<file path="config.mk">
export PLATFORM = sky130hd
export DESIGN_NAME = rvtu_tag_ctrl
export DESIGN_NICKNAME = d
export VERILOG_FILES = /design/src/rtl/rvtu_tag_pkg.sv /design/src/rtl/rvtu_tag_ctrl.sv
export SDC_FILE = /design/constraint.sdc
export NUM_CORES = 1
export LEC_CHECK = 0
export ABC_AREA = 1
export CAP_MARGIN = 20
export CORE_MARGIN = 5
export CORE_UTILIZATION = 38
export CTS_BUF_LIST = sky130_fd_sc_hd__clkbuf_4
export DETAILED_ROUTE_END_ITERATION = 8
export PLACE_DENSITY = 0.8
export SLEW_MARGIN = 10
export SYNTH_ARGS = -nofsm -noshare
export SYNTH_HDL_FRONTEND = slang
export SYNTH_SLANG_ARGS = --single-unit
export TNS_END_PERCENT = 30
</file>
<file path="constraint.sdc">
create_clock -name clk -period 1.42 [get_ports clk]
set_input_delay 0.284 -clock clk [delete_from_list [all_inputs] [get_ports clk]]
set_output_delay 0.284 -clock clk [all_outputs]
set_load 0.01 [all_outputs]
</file>
<file path="src/rtl/rvtu_tag_pkg.sv">
// Shared types and sizes for the RVTU tag SRAM controller.
package rvtu_tag_pkg;

  localparam int IDX_W   = 7;
  localparam int TAG_W   = 21;
  localparam int DEPTH   = 2 ** IDX_W;
  localparam int ENTRY_W = TAG_W + 1;

  // One tag SRAM word: valid bit on top, tag below.
  typedef struct packed {
    logic             valid;
    logic [TAG_W-1:0] tag;
  } tag_entry_t;

  // SWEEP clears every entry; IDLE arbitrates lookups and writes.
  typedef enum logic {
    SWEEP = 1'b0,
    IDLE  = 1'b1
  } tag_ctrl_state_t;

endpackage

</file>
<file path="src/rtl/rvtu_tag_ctrl.sv">
// Controller and arbiter for the single-port RVTU tag SRAM. Shares the one
// array port between lookups, writes and an invalidate sweep that runs after
// reset and on flush_req. Lookup results come back one cycle after acceptance.
module rvtu_tag_ctrl
  import rvtu_tag_pkg::*;
(
  input  logic               clk,
  input  logic               rst,
  // lookup request
  input  logic               lk_valid,
  output logic               lk_ready,
  input  logic [IDX_W-1:0]   lk_idx,
  input  logic [TAG_W-1:0]   lk_tag,
  // lookup response
  output logic               rsp_valid,
  output logic               rsp_hit,
  output logic [ENTRY_W-1:0] rsp_entry,
  // write request
  input  logic               wr_valid,
  output logic               wr_ready,
  input  logic [IDX_W-1:0]   wr_idx,
  input  logic [ENTRY_W-1:0] wr_entry,
  // flush engine
  input  logic               flush_req,
  output logic               flush_busy,
  output logic               flush_done,
  // SRAM port
  output logic [IDX_W-1:0]   sram_addr,
  output logic [ENTRY_W-1:0] sram_wdata,
  output logic               sram_wen,
  input  logic [ENTRY_W-1:0] sram_rdata
);

  tag_ctrl_state_t  state_q, state_d;
  logic [IDX_W-1:0] cnt_q, cnt_d;
  logic [TAG_W-1:0] tag_q, tag_d;
  logic [IDX_W-1:0] addr_q, addr_d;
  logic             rsp_pend_q, rsp_pend_d;
  logic             done_q, done_d;

  tag_entry_t       rd_entry;

  // Next-state, arbitration and SRAM port drive for the current cycle.
  always_comb begin
    // NOTE: every signal written here gets a default first, so no path
    // through the case statement can leave one unassigned and infer a latch.
    state_d    = state_q;
    cnt_d      = cnt_q;
    tag_d      = tag_q;
    rsp_pend_d = 1'b0;
    done_d     = 1'b0;
    lk_ready   = 1'b0;
    wr_ready   = 1'b0;
    sram_wen   = 1'b0;
    sram_addr  = addr_q;
    sram_wdata = '0;

    unique case (state_q)
      SWEEP: begin
        // One zero write per cycle; requests are held off and flush_req ignored.
        sram_wen = 1'b1;
        sram_addr = cnt_q;
        cnt_d     = cnt_q + 1'b1;
        if (cnt_q == IDX_W'(DEPTH - 1)) begin
          state_d = IDLE;
          done_d  = 1'b1;
        end
      end
      IDLE: begin
        // Fixed priority: a pending write blocks the lookup this cycle.
        wr_ready = 1'b1;
        lk_ready = !wr_valid;
        if (wr_valid) begin
          sram_wen   = 1'b1;
          sram_addr  = wr_idx;
          sram_wdata = wr_entry;
        end else if (lk_valid) begin
          sram_addr  = lk_idx;
          tag_d      = lk_tag;
          rsp_pend_d = 1'b1;
        end
        // The access above is still serviced; the sweep starts next cycle.
        if (flush_req) begin
          state_d = SWEEP;
          cnt_d   = '0;
        end
      end
    endcase

    // Idle cycles keep presenting the last address to the array.
    addr_d = sram_addr;
  end

  // State registers with synchronous reset back into a fresh sweep.
  always_ff @(posedge clk) begin
    // NOTE: non-blocking assignments only, so every flop samples the values
    // from before this edge regardless of statement order.
    if (rst) begin
      state_q    <= SWEEP;
      cnt_q      <= '0;
      tag_q      <= '0;
      addr_q     <= '0;
      rsp_pend_q <= 1'b0;
      done_q     <= 1'b0;
    end else begin
      state_q    <= state_d;
      cnt_q      <= cnt_d;
      tag_q      <= tag_d;
      addr_q     <= addr_d;
      rsp_pend_q <= rsp_pend_d;
      done_q     <= done_d;
    end
  end

  // The array registers its read data, so the response is formed directly
  // from sram_rdata in the cycle after the lookup; it is forced to zero when
  // no response is pending so undefined array output never leaks out.
  assign rd_entry   = tag_entry_t'(sram_rdata);
  assign rsp_valid  = rsp_pend_q;
  assign rsp_entry  = rsp_pend_q ? sram_rdata : '0;
  assign rsp_hit    = rsp_pend_q && rd_entry.valid && (rd_entry.tag == tag_q);

  assign flush_busy = (state_q == SWEEP);
  assign flush_done = done_q;

endmodule
</file>
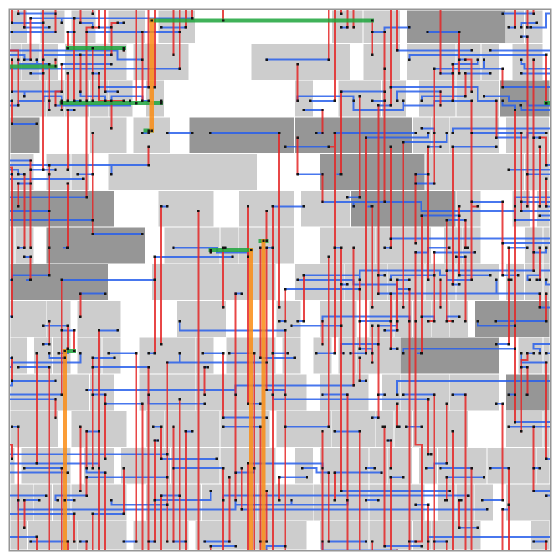
*Layout detail*
Window x 24 to 64, y 6 to 46 µm. Cells in gray, sequential cells in the stronger gray; small squares are vias.
- green: metal 3
- red: metal 2
- orange: metal 4
- blue: metal 1
- cells with their middle in the window: 152
- most frequent: inv_1 (23), clkdlybuf4s50_1 (22), nand2_1 (15)
- netlist names of flops here include: `tag_q` (7)
- sequential cells in the window: 11

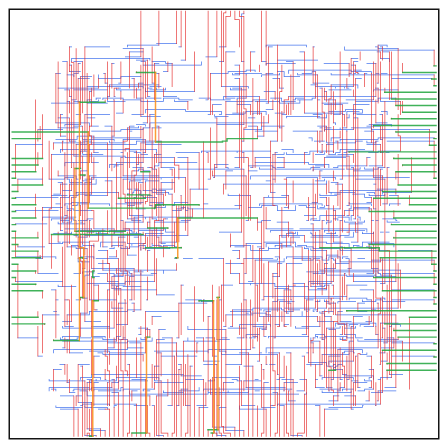
*Metal layers overlaid*
- green: metal 3 (wire length 614 µm)
- orange: metal 4 (wire length 211 µm)
- red: metal 2 (wire length 4570 µm)
- blue: metal 1 (wire length 3550 µm)

==> changes_impl.md <==
### Implementation results

* Outcome: finished, violations left
* Failing checks: negative setup slack
* Synth area leaders: dfxtp_1, nand2_1, inv_1
* Synth Seq Share at 32.9%
* Fin worst setup slack at -297 ps
* Unrepaired setup endpoints after global routing: yes
* Met1 Wirelength at around 3600 µm
* Final Setup Violations at 66
* Non-filler instance count after layout at around 670
* Initial Util at 39.0%
* Slew margin rel. at 78.3%
* Met2 Wirelength at 4570 µm
* DRT iter0 DRCs at 104
* Worst reg-to-reg setup slack at -90 ps
* Critical Path AT at 1430 ps
* Pint at 1.76 mW
* Mux share at 0%
* CP delay by family, top: simple AND/OR/NAND/NOR gates
* Busiest grt layer: met2
* TritonCTS clock tree: yes
* Top Layout Cells: nand2_1, inv_1, clkdlybuf4s50_1, buf_4, buf_6
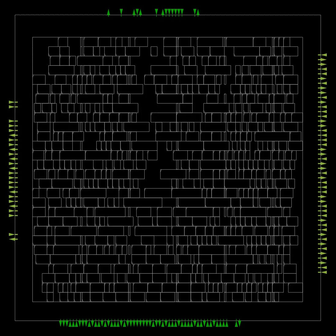
*Placement view*
Flops: 38
final core occ: 77.2%
area of the core: 5920 µm²
number of fill cells: 455

==> registers in the layout (all words and copies together) (netlist names) <==
name	flops
tag_q	21
rsp_valid	1
state_q	1
cnt_q	7
addr_q	7
flush_done	1
==> area by class of cell <==
type                    count  area [µm²]
clock buffers               7        52.6
clock inverters             1        30.0
fillers                   455        1350
inverters                  89         337
multi-input cells         248        1390
flip-flops and latches     38         776
well taps                  75        93.8
repair buffers            207        1890
==> how the worst min path moves through the flow <==
stage | startpoint | endpoint | slack [ps] | depth (start not counted)
6_report | tag_q[10]$_SDFFE_PP0P_ | tag_q[10]$_SDFFE_PP0P_ | 460 | 2
5_1_grt | tag_q[10]$_SDFFE_PP0P_ | tag_q[10]$_SDFFE_PP0P_ | 490 | 2
4_1_cts | tag_q[10]$_SDFFE_PP0P_ | tag_q[10]$_SDFFE_PP0P_ | 470 | 2
3_3_place_gp | tag_q[10]$_SDFFE_PP0P_ | tag_q[10]$_SDFFE_PP0P_ | 460 | 2
2_1_floorplan | tag_q[0]$_SDFFE_PP0P_ | tag_q[0]$_SDFFE_PP0P_ | 440 | 2
3_5_place_dp | tag_q[18]$_SDFFE_PP0P_ | tag_q[18]$_SDFFE_PP0P_ | 470 | 2
==> power groups by stage <==
stage          logic [mW]  registers, mW  clock network (mW)
4_1_cts             0.427           1.08               0.786
3_3_place_gp        0.438           1.11                   0
6_report            0.470           1.08               0.757
3_5_place_dp        0.445           1.11                   0
5_1_grt             0.512           1.08               0.824
2_1_floorplan       0.122           1.11                   0
==> what timing repair did <==
item	CTS	global route
hold buffers	0	0
pin swaps	10	16
setup endpoints to repair	58	80
hold endpoints to repair	0	0
buffers inserted	17	6
cloned	2	3
gates resized	270	126
Power is estimated from default activity; no workload was simulated.
